[src/rtl/tts_pkg.sv]
// Shared types and defaults for the truth-table sweep engine.
package tts_pkg;

  typedef enum logic [1:0] {
    IDLE = 2'd0,
    RUN  = 2'd1,
    DONE = 2'd2
  } state_t;

  localparam int unsigned TTS_DEF_N_IN = 3;
  localparam int unsigned TTS_DEF_HOLD = 1;

  // Hold-counter width: clog2(HOLD), never below one bit.
  function automatic int unsigned tts_cnt_w(input int unsigned hold);
    return (hold > 1) ? $clog2(hold) : 1;
  endfunction

endpackage

[src/rtl/tts_hold_cnt.sv]
// Counts 0..HOLD-1 while enabled; last is registered and marks the HOLD-1 cycle.
module tts_hold_cnt
  import tts_pkg::*;
#(
  parameter int unsigned HOLD = TTS_DEF_HOLD
) (
  input  logic clk,
  input  logic rst_n,
  input  logic clr,
  input  logic en,
  output logic last
);

  localparam int unsigned CW = tts_cnt_w(HOLD);
  localparam logic        ONE_CYCLE = (HOLD == 1);

  logic [CW-1:0] cnt;

  // last is precomputed so it is high exactly while cnt == HOLD-1
  always_ff @(posedge clk or negedge rst_n) begin
    if (!rst_n) begin
      cnt  <= '0;
      last <= 1'b0;
    end else if (clr) begin
      cnt  <= '0;
      last <= ONE_CYCLE;
    end else if (en) begin
      if (last) begin
        cnt  <= '0;
        last <= ONE_CYCLE;
      end else begin
        cnt  <= cnt + CW'(1);
        last <= (cnt == CW'(HOLD - 2));
      end
    end
  end

endmodule

[src/rtl/truth_table_seq.sv]
// Sweeps every minterm onto vec, captures s_in into tbl, pulses done.
// Optional checker against exp_tbl is compiled in with `define TTS_CHECK_EN.
module truth_table_seq
  import tts_pkg::*;
#(
  parameter int unsigned N_IN = TTS_DEF_N_IN,
  parameter int unsigned HOLD = TTS_DEF_HOLD
) (
  input  logic                  clk,
  input  logic                  rst_n,
  input  logic                  start,
  input  logic                  s_in,
  input  logic [(2**N_IN)-1:0]  exp_tbl,
  output logic [N_IN-1:0]       vec,
  output logic [N_IN-1:0]       m,
  output logic                  busy,
  output logic                  done,
  output logic [(2**N_IN)-1:0]  tbl,
  output logic                  mismatch
);

  localparam int unsigned M_CNT = 2**N_IN;
  localparam logic [N_IN-1:0] M_MAX = N_IN'(M_CNT - 1);

  state_t state;
  logic   cnt_clr;
  logic   cnt_en;
  logic   cnt_last;
  logic   mm_next;

  assign cnt_clr = (state == IDLE) && start;
  assign cnt_en  = (state == RUN);
  assign vec     = m;

  tts_hold_cnt #(.HOLD(HOLD)) u_hold (
    .clk  (clk),
    .rst_n(rst_n),
    .clr  (cnt_clr),
    .en   (cnt_en),
    .last (cnt_last)
  );

`ifdef TTS_CHECK_EN
  logic [M_CNT-1:0] tbl_final;

  // Compare against the table with the last sample already merged in
  always_comb begin
    tbl_final    = tbl;
    tbl_final[m] = s_in;
    mm_next      = (tbl_final != exp_tbl);
  end
`else
  logic unused_exp_tbl;

  assign unused_exp_tbl = ^exp_tbl;
  assign mm_next        = 1'b0;
`endif

  always_ff @(posedge clk or negedge rst_n) begin
    if (!rst_n) begin
      state    <= IDLE;
      m        <= '0;
      tbl      <= '0;
      busy     <= 1'b0;
      done     <= 1'b0;
      mismatch <= 1'b0;
    end else begin
      done <= 1'b0;
      case (state)
        IDLE: begin
          if (start) begin
            state    <= RUN;
            m        <= '0;
            tbl      <= '0;
            mismatch <= 1'b0;
            busy     <= 1'b1;
          end
        end
        RUN: begin
          if (cnt_last) begin
            tbl[m] <= s_in;
            // Last minterm ends the sweep instead of wrapping m
            if (m == M_MAX) begin
              state    <= DONE;
              busy     <= 1'b0;
              done     <= 1'b1;
              mismatch <= mm_next;
            end else begin
              m <= m + N_IN'(1);
            end
          end
        end
        DONE: begin
          state <= IDLE;
        end
        default: begin
          state <= IDLE;
        end
      endcase
    end
  end

endmodule

[config.mk]
export PLATFORM = sky130hd
export DESIGN_NAME = truth_table_seq
export DESIGN_NICKNAME = d
export VERILOG_FILES = /design/src/rtl/tts_pkg.sv /design/src/rtl/tts_hold_cnt.sv /design/src/rtl/truth_table_seq.sv
export SDC_FILE = /design/constraint.sdc
export NUM_CORES = 1
export LEC_CHECK = 0
export ABC_AREA = 1
export CORE_MARGIN = 4
export CORE_UTILIZATION = 31
export CTS_CLUSTER_DIAMETER = 30
export DETAILED_ROUTE_END_ITERATION = 16
export PLACE_DENSITY = 0.64
export REMOVE_ABC_BUFFERS = 1
export SETUP_SLACK_MARGIN = 0.1
export SYNTH_ARGS = -nofsm -noshare
export SYNTH_HDL_FRONTEND = slang
export SYNTH_SLANG_ARGS = --single-unit
[constraint.sdc]
create_clock -name clk -period 1.5 [get_ports clk]
set_input_delay 0.3 -clock clk [delete_from_list [all_inputs] [get_ports clk]]
set_output_delay 0.3 -clock clk [all_outputs]
set_load 0.03 [all_outputs]
==> notes.md, run 1 <==
flow finished, numbers: DP Area 1100 sq um, routed wl met2 888 um, Root Driver clkbuf_4, grt met2 use 19.1%, final setup TNS 0 ps, buffering overhead 17.2%, r2r endpoint state[0], post-synthesis register bit count 17, Setup Viol. Count Final 0, Critical Path Sink tbl[0], cts repair resizes 10, Worst Setup End Kind output pin, FP Core Util 32.6%, average wire per standard cell 10.6 um, fin worst setup slack 156 ps, Tot GR Track Use 11.7%, FILL cells 292, Flop area 425 sq um, 1st-pass router iterations 4, outcome finished, final reports clean, Crit. Startpoint tbl[0], Non-clk bufs 22, dpl ws 150 ps, Max Transition Viols Final 0, reg2reg start m[2], clock-pin slew on the worst setup and hold paths 100 ps, Final min period 1340 ps, DRT antenna net count 0, top cell category flip-flops and latches, Via Count 759, R2R setup slack 250 ps, Setup Crit Path Kind reg2out, dpl hpwl 1400 um, clock buffer depth 2, worst vdd ir 0.999 mV, slowest stage delay, CP 400 ps
run 1: flip-flops by register name, summed over array words and instances, names as in the netlist:
name and cells:
busy 1, done 1, m 3, state 2, tbl 8, u_hold.cnt 1
u_hold.last 1
run 1: stage by stage:
step | util, % | cells
2_1_floorplan | - | 115
3_3_place_gp | 39.6 | 168
3_5_place_dp | 39.6 | 168
4_1_cts | 40.1 | 172
5_1_grt | 40.4 | 172
6_report | 40.4 | 172
run 1: power breakdown:
group	internal (mW)	total (mW)	leakage, nW	switching [mW]
Sequential	0.610	0.723	0.215	0.113
Combinational	0.504	1.46	0.451	0.960
Clock	0.104	0.249	0.0150	0.145
Total	1.22	2.44	0.682	1.22
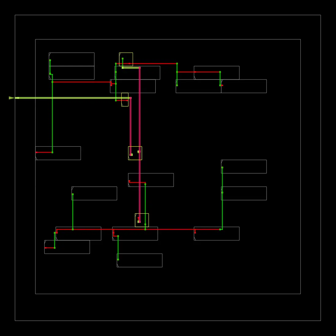
Figure 1: run 1, clock nets.
number of clock buffers in the layout: 4
clk sinks: 17
Final Skew: 4.00 ps
flip-flops: 17
Insertion Delay late pin: 290 ps

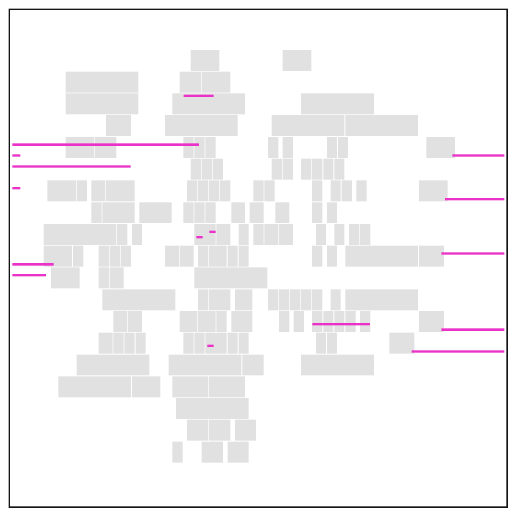
Figure 2: run 1, met3 routing.
(8 px per um)
nets with wire on the layer: 13
wire length on this layer: 98.5 um
longest straight run: 23.0 um
DRT Wirelength: 1820 um
GR Util met3: 2.27%

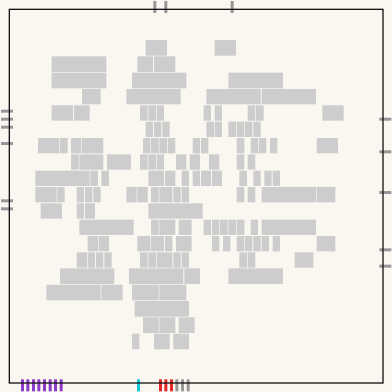
Figure 3: run 1, ports around the boundary.
(6 px per um) Pins as bars across the die edge, other pins in grey.
| colour | port | pins | direction | edge |
|---|---|---|---|---|
| cyan | mismatch | 1 | output | bottom |
| purple | exp_tbl | 8 | input | bottom |
| red | m | 3 | output | bottom |
all pins by edge: 15 bottom, 6 left, 5 right, 3 top
die height: 62.1 um
PortBufs: 19
Die X: 62.1 um

--- run 2 (diff from run 1) ---
Settings changed: SKIP_LAST_GASP from default to 1.
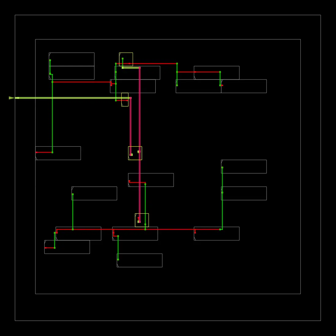
Figure 4: run 2, clock nets.
P_clk: 249 uW
clock buffer count from CTS: 3

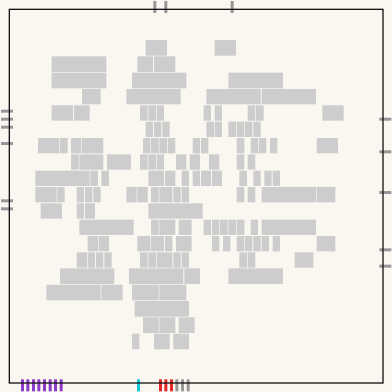
Figure 5: run 2, ports around the boundary.
(6 px per um) Pins as bars across the die edge, other pins in grey.
| colour | port | pins | direction | edge |
|---|---|---|---|---|
| red | m | 3 | output | bottom |
| purple | exp_tbl | 8 | input | bottom |
| cyan | mismatch | 1 | output | bottom |

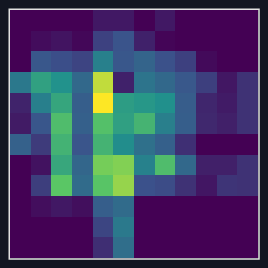
Figure 6: run 2, wire density map.
(4 px per um) The die is cut into 12 by 12 equal tiles; dark purple is low, yellow is high, scaled to the fullest tile. Values are wire area over tile area, all layers added.
emptiest ninth of the die: bottom right
densest ninth of the die: middle
mean over tiles: 0.076
nearly empty tiles: 35%
fullest tile: 0.37
Via Count: 759
Tot GR Track Use: 11.7%
average wire per standard cell: 10.6 um

==> notes.md, run 2 <==
flow finished, numbers: outcome finished, final reports clean, Crit. Startpoint tbl[0], buffering overhead 17.2% (unchanged), Top Registers tbl: 8 flops, m: 3 flops, state: 2 flops, DRT Wirelength 1820 um (unchanged), die height 62.1 um (unchanged), dpl ws 150 ps (unchanged), slowest stage delay, CP 400 ps (about the same), Inst Count DP 168 (unchanged), Die X 62.1 um (unchanged), max reg flops 8 (unchanged), top cell category flip-flops and latches, Critical Path Sink tbl[0], Setup Crit Path Kind reg2out, Worst Setup End Kind output pin, GR Util met3 2.27% (unchanged), Final min period 1340 ps (unchanged), fin worst setup slack 156 ps (unchanged), grt met2 use 19.1% (unchanged), clk sinks 17 (unchanged), Final Non-Filler Cells 172 (unchanged), post-synthesis register bit count 17 (unchanged), PortBufs 19 (unchanged), 1st-pass router iterations 4 (unchanged), Biggest register tbl, Final Skew 4.00 ps (unchanged), Non-clk bufs 22 (unchanged), Max Transition Viols Final 0 (unchanged), DRT antenna net count 0 (unchanged), clock-pin slew on the worst setup and hold paths 100 ps (about the same), clock buffer depth 2 (unchanged)
run 2: kinds of logic (layout without fill, tap and decap cells):
logic type,after synthesis,in the layout,share of synthesized area (%)
simple gates,72,72,34.9
buf+inv,23,44,12.2
flops,17,17,47.0
compound gates,5,5,2.76
fa+ha+maj,2,2,2.76
other cells,1,1,0.414
run 2: metal layers:
layer	wire [um]	share of wire, %
met1	789	43
met2	888	49
met3	98	5.4
met4	42	2.3
met5	0	0
run 2: report_power, final:
group / switching, mW / internal [mW] / leakage [nW]
Clock: 0.145 / 0.104 / 0.0150
Combinational: 0.960 / 0.504 / 0.451
Sequential: 0.113 / 0.610 / 0.215
Total: 1.22 / 1.22 / 0.682
run 2: repair_timing:
item                                    in CTS  in global routing
resized                                     10                  6
endpoints found under the setup margin      10                  6
gates cloned                                 0                  0
Power figures rest on the tool's default switching activity, not on a simulated workload.
